--- config.mk ---
export PLATFORM = sky130hd
export DESIGN_NAME = fifo_wr_arbiter
export DESIGN_NICKNAME = d
export VERILOG_FILES = /design/src/rtl/fifo_wr_arbiter.sv
export SDC_FILE = /design/constraint.sdc
export NUM_CORES = 1
export LEC_CHECK = 0
export ABC_CLOCK_PERIOD_IN_PS = 4900
export CAP_MARGIN = 10
export CORE_MARGIN = 3
export CORE_UTILIZATION = 50
export CTS_CLUSTER_SIZE = 40
export DETAILED_ROUTE_END_ITERATION = 7
export DONT_BUFFER_PORTS = 1
export PLACE_DENSITY_LB_ADDON = 0.15
export SYNTH_ARGS = -nofsm -noshare
export SYNTH_HDL_FRONTEND = slang
export SYNTH_SLANG_ARGS = --single-unit
--- constraint.sdc ---
create_clock -name clk -period 4.9 [get_ports clk]
set_clock_uncertainty 0.05 [all_clocks]
set_input_delay 1.225 -clock clk [delete_from_list [all_inputs] [get_ports clk]]
set_output_delay 1.225 -clock clk [all_outputs]
set_load 0.03 [all_outputs]
--- src/rtl/fifo_wr_arbiter.sv ---
// fifo_wr_arbiter
// Round-robin arbiter sharing one FIFO write port among NUM_REQ producers.
// Each producer uses a valid/ready handshake. A grant lasts up to MAX_BURST
// words, or until the granted producer drops valid. The grant then moves on
// in round-robin order, with one idle arbitration cycle between grants.
//
// Ports:
//   clk        system clock, all state updates on posedge
//   reset      asynchronous active-high reset
//   req_valid  per-requester word valid
//   req_data   per-requester data, requester i at [i*DATA_W +: DATA_W]
//   req_ready  per-requester word accepted this cycle
//   full       FIFO full flag
//   wenb       FIFO write enable
//   din        FIFO write data
//   grant_vld  a grant is currently held
//   grant_id   index of the granted requester (meaningful when grant_vld)
module fifo_wr_arbiter #(
  parameter int NUM_REQ   = 4,
  parameter int DATA_W    = 8,
  parameter int MAX_BURST = 4
) (
  input  logic                          clk,
  input  logic                          reset,
  input  logic [NUM_REQ-1:0]            req_valid,
  input  logic [NUM_REQ*DATA_W-1:0]     req_data,
  output logic [NUM_REQ-1:0]            req_ready,
  input  logic                          full,
  output logic                          wenb,
  output logic [DATA_W-1:0]             din,
  output logic                          grant_vld,
  output logic [$clog2(NUM_REQ)-1:0]    grant_id
);

  localparam int IDW = $clog2(NUM_REQ);
  localparam logic [7:0] BURST_LAST = 8'(MAX_BURST - 1);

  typedef enum logic {
    IDLE,
    GRANT
  } state_t;

  state_t         state, state_nxt;
  logic [IDW-1:0] rr_ptr, rr_ptr_nxt;
  logic [IDW-1:0] grant_id_nxt;
  logic           grant_vld_nxt;
  logic [7:0]     burst_cnt, burst_cnt_nxt;

  logic [IDW-1:0] sel_idx;
  logic           sel_found;
  logic [IDW-1:0] next_ptr;
  logic           g_valid;
  logic [DATA_W-1:0] g_data;

  // Round-robin scan: first valid requester at or after rr_ptr, wrapping.
  always_comb begin
    logic [IDW-1:0] cand;
    sel_found = 1'b0;
    sel_idx   = '0;
    cand      = '0;
    for (int i = 0; i < NUM_REQ; i++) begin
      cand = IDW'((int'(rr_ptr) + i) % NUM_REQ);
      if (!sel_found && req_valid[cand]) begin
        sel_found = 1'b1;
        sel_idx   = cand;
      end
    end
  end

  // Requester after the current grant, used as the next scan start point.
  always_comb begin
    if (grant_id == IDW'(NUM_REQ - 1)) begin
      next_ptr = '0;
    end else begin
      next_ptr = grant_id + IDW'(1);
    end
  end

  // Write path is purely combinational so full gates wenb in the same cycle
  // and the FIFO can never be overrun.
  always_comb begin
    g_valid   = req_valid[grant_id];
    g_data    = req_data[grant_id*DATA_W +: DATA_W];
    wenb      = (state == GRANT) && g_valid && !full;
    req_ready = '0;
    if (wenb) begin
      req_ready[grant_id] = 1'b1;
    end
    din = grant_vld ? g_data : '0;
  end

  // Next-state logic: arbitrate in IDLE, count words and release in GRANT.
  // A full stall leaves everything unchanged because wenb is low and the
  // granted requester is still valid.
  always_comb begin
    state_nxt     = state;
    rr_ptr_nxt    = rr_ptr;
    grant_id_nxt  = grant_id;
    grant_vld_nxt = grant_vld;
    burst_cnt_nxt = burst_cnt;
    case (state)
      IDLE: begin
        if (sel_found) begin
          grant_id_nxt  = sel_idx;
          grant_vld_nxt = 1'b1;
          burst_cnt_nxt = '0;
          state_nxt     = GRANT;
        end
      end
      GRANT: begin
        if (wenb) begin
          burst_cnt_nxt = burst_cnt + 8'd1;
          if (burst_cnt == BURST_LAST) begin
            state_nxt     = IDLE;
            rr_ptr_nxt    = next_ptr;
            grant_vld_nxt = 1'b0;
          end
        end else if (!g_valid) begin
          state_nxt     = IDLE;
          rr_ptr_nxt    = next_ptr;
          grant_vld_nxt = 1'b0;
        end
      end
      default: begin
        state_nxt = IDLE;
      end
    endcase
  end

  // State register; reset takes effect immediately, dropping any word that
  // was being presented.
  always_ff @(posedge clk or posedge reset) begin
    if (reset) begin
      state     <= IDLE;
      rr_ptr    <= '0;
      grant_id  <= '0;
      grant_vld <= 1'b0;
      burst_cnt <= '0;
    end else begin
      state     <= state_nxt;
      rr_ptr    <= rr_ptr_nxt;
      grant_id  <= grant_id_nxt;
      grant_vld <= grant_vld_nxt;
      burst_cnt <= burst_cnt_nxt;
    end
  end

endmodule

### The metal 1 layer, run 1

Scale bar: 20 um. Cells faint in the background.
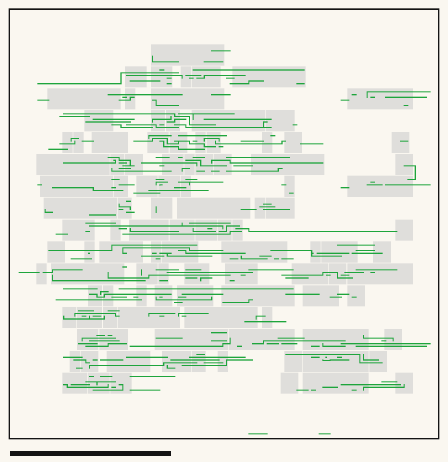
nets with wire on the layer = 127
main direction = horizontal
share of all routed wire = 39%
longest straight run = 21.6 um

### Met2 routing, run 1

Scale bar: 20 um. Cells faint in the background.
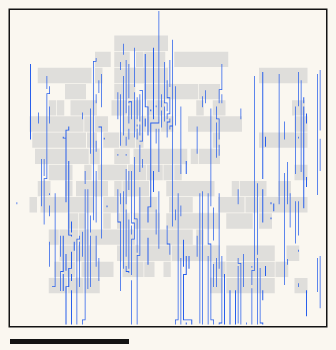
longest straight run = 32.6 um
wire length on this layer = 1260 um
main direction = vertical
Routed Wire Length: 2.45 mm
via count: 828

==> results.ini, run 1 <==
[setup_path]
criticalPathCategory = reg2out
worstPathArrival_ns = 2.46
cp.required_ns = 3.62
rr_worst_depth = 4
startpoint = grant_id[0]$_DFFE_PP0P_

[detailed_routing]
wl_met2_mm = 1.26
ant_nets = 0
m1WireLength_um = 948
drt_iter0_drc = 18

[layout]
comb_area_frac = 0.618
flop_area_um2 = 350
num-fill-cells = 188
area_delta_synth_final_pct = 4.94
top_register = burst_cnt
largest_cell_class = multi-input combinational cells
clk_share = 0.0310
drive_gt1_frac = 0.176
largest_reg_flops = 8
comb.multi_input.count = 83

[place]
place_congestion = 0.778
dp_worst_setup_slack_ns = 1.32
hpwl_mm = 1.98
portBuffers = 0

[sta]
tightest_slew_ns = 0.997
fmax_mhz = 267
final.min_clock_period_ns = 3.74
drv_slew = 0

[power_and_ir_drop]
p_total_mw = 0.687
intPower_mw = 0.344
p_leak_nw = 0.521
p_comb_frac = 0.515
swShare = 0.500
power_density_nw_per_um2 = 588

[global_routing]
grt-ovfl-total = 0

[run_status]
outcome = finished, final reports clean

[floorplan]
fp.dieW_um = 53.2

[clocking]
h-tree-depth = 1

[yosys]
synth_seq_share = 0.315
syn_area_per_cell_um2 = 10.4

[hold_path]
hold-path-endpoint = burst_cnt[0]$_DFFE_PP0P_

[run]
maxCapViolCount = 0
warnings = 29

### Met3 routing, run 1

Scale bar: 20 um. Cells faint in the background.
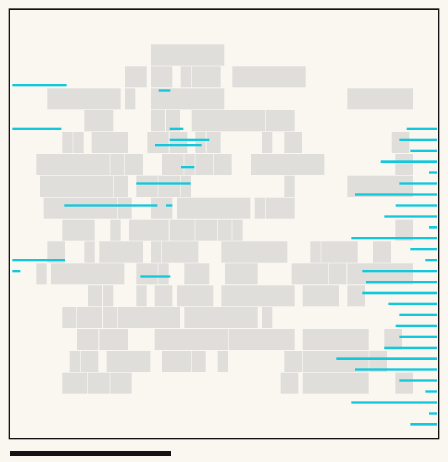
nets with wire on the layer = 38
longest straight run = 12.2 um
wire length on this layer = 207 um
main direction = horizontal
GR Util met3: 0.0197

[run 1: kinds of logic after synthesis]
kind of cell	count (synthesis)	synth area share
flip-flops	14	0.315
AND-OR/OR-AND	16	0.109
buffers and inverters	10	0.0371
adder cells (fa/ha/maj)	5	0.0562
multiplexers	18	0.263
AND/OR/NAND/NOR	44	0.220
[run 1: power groups by stage]
stage               clock network [mW]  registers [mW]  logic (mW)
floorplan                            0           0.209       0.349
finish                          0.0856           0.248       0.354
detailed placement                   0           0.253       0.356
global route                    0.0924           0.263       0.391
CTS                             0.0859           0.250       0.357
global placement                     0           0.249       0.351
[run 1: how the worst max path moves through the flow]
stage / endpoint / cells after the start
detailed placement: req_ready[2] / 4
finish: req_ready[0] / 4
CTS: req_ready[2] / 4
global placement: req_ready[2] / 4
floorplan: req_ready[0] / 4
global route: req_ready[0] / 4
### I/O pins on the die edge, run 1

Scale bar: 20 um. Pins as bars across the die edge, other pins in gray.
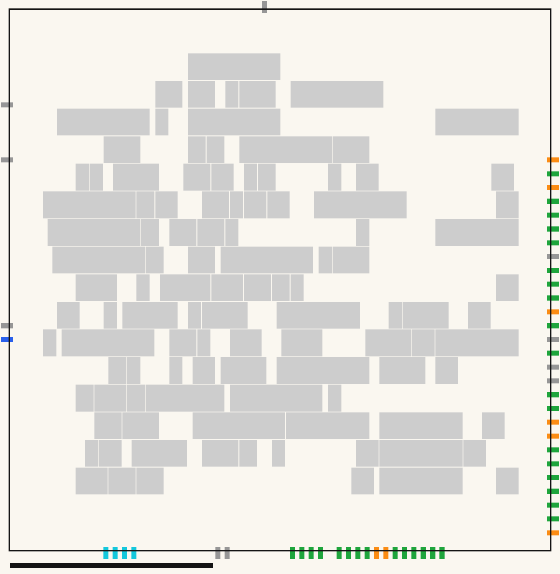

## Run 2: what changed since run 1
--- a/config.mk
+++ b/config.mk
@@ -5,7 +5,7 @@
 export SDC_FILE = /design/constraint.sdc
 export NUM_CORES = 1
 export LEC_CHECK = 0
-export ABC_CLOCK_PERIOD_IN_PS = 4900
+export ABC_CLOCK_PERIOD_IN_PS = 3700
 export CAP_MARGIN = 10
 export CORE_MARGIN = 3
 export CORE_UTILIZATION = 50
==> constraint.sdc (replaced) <==
create_clock -name clk -period 3.7 [get_ports clk]
set_clock_uncertainty 0.05 [all_clocks]
set_input_delay 0.925 -clock clk [delete_from_list [all_inputs] [get_ports clk]]
set_output_delay 0.925 -clock clk [all_outputs]
set_load 0.03 [all_outputs]
### I/O pins on the die edge, run 2

Scale bar: 20 um. Pins as bars across the die edge, other pins in gray.
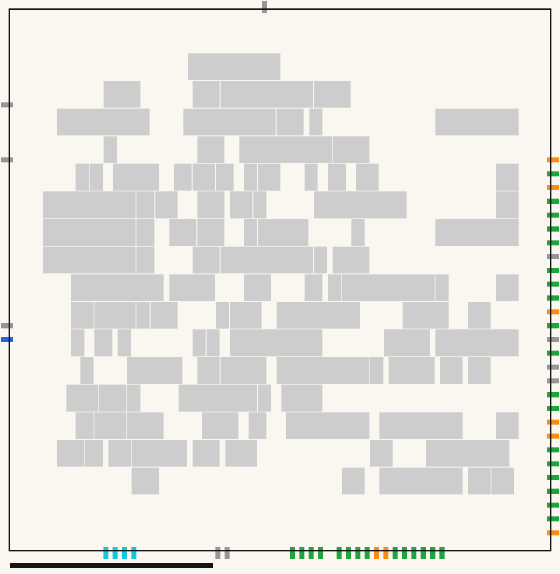
blue -> reset  # pins 1, direction input, edge left
cyan -> req_valid  # pins 4, direction input, edge bottom
orange -> din  # pins 8, direction output, edge 6 right, 2 bottom
green -> req_data  # pins 32, direction input, edge 18 right, 14 bottom
all pins by edge = 28 right, 22 bottom, 4 left, 1 top
die height: 53.2 um
IO Port Bufs: 0
Die Width: 53.2 um

==> run 2 against run 1 <==
Synthesized cell count is the same. Non-clock buffer count up 1. Largest power group unchanged. Worst setup slack worse by 0.64 ns. Critical endpoint is now req_ready[2]. Utilization rose by 0.37 points. Critical path depth unchanged. Routed wire length shrank 0.57%. Combinational power is 45% higher. Final area grew 0.64%. Sequential cell count unchanged.
==> results.ini, run 2 <==
[layout]
area_delta_synth_final_pct = 5.62
comb_area_frac = 0.614  ; -0.00394
clk_share = 0.0309  ; -0.000198
top_register = burst_cnt

[global_routing]
grt-ovfl-total = 0  ; unchanged

[detailed_routing]
vias = 845  ; +2.1%
ant_nets = 0  ; unchanged
m1WireLength_um = 919  ; -3.1%
wl_mm = 2.44  ; -0.57%

[run_status]
outcome = finished, final reports clean

[setup_path]
worstPathArrival_ns = 2.21  ; -0.25 ns

[yosys]
synth_seq_share = 0.315  ; unchanged

[power_and_ir_drop]
pg_seq_mw = 0.294  ; +19%
powerClk_mw = 0.111  ; +30%
power_leader = combinational cells
power_density_nw_per_um2 = 780  ; +33%
intPower_mw = 0.462  ; +35%
powerComb_mw = 0.512  ; +45%

[place]
hpwl_mm = 1.97  ; -0.44%

[run]
maxCapViolCount = 0  ; unchanged

### Met2 routing, run 2

Scale bar: 20 um. Cells faint in the background.
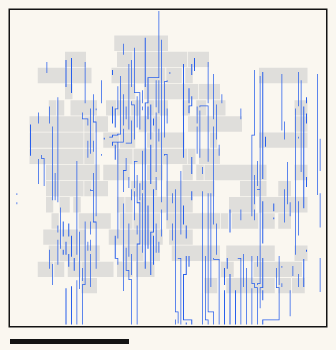
wire length on this layer = 1240 um
share of all routed wire = 51%
longest straight run = 34.9 um
nets with wire on the layer = 130
main direction = vertical

run 2: cell counts after synthesis:
Identical to the previous run, type by type.
run 2: metrics by stage:
stage               setup WS [ns]  utilization  hold WS [ns]  total power, mW
floorplan                   0.827            -         0.422            0.740
global placement            0.747        0.558         0.462            0.801
detailed placement          0.728        0.558         0.467            0.816
CTS                         0.510        0.576         0.481            0.926
global route                0.411        0.576         0.502            0.987
finish                      0.519        0.576         0.475            0.917
run 2: logic make-up after synthesis:
group / after synthesis / share of synthesized area
adder cells (fa/ha/maj): 5 / 0.0562
buffers and inverters: 10 / 0.0371
multiplexers: 18 / 0.263
AND-OR/OR-AND: 16 / 0.109
AND/OR/NAND/NOR: 44 / 0.220
flip-flops: 14 / 0.315
Power and IR drop assume default switching activity.
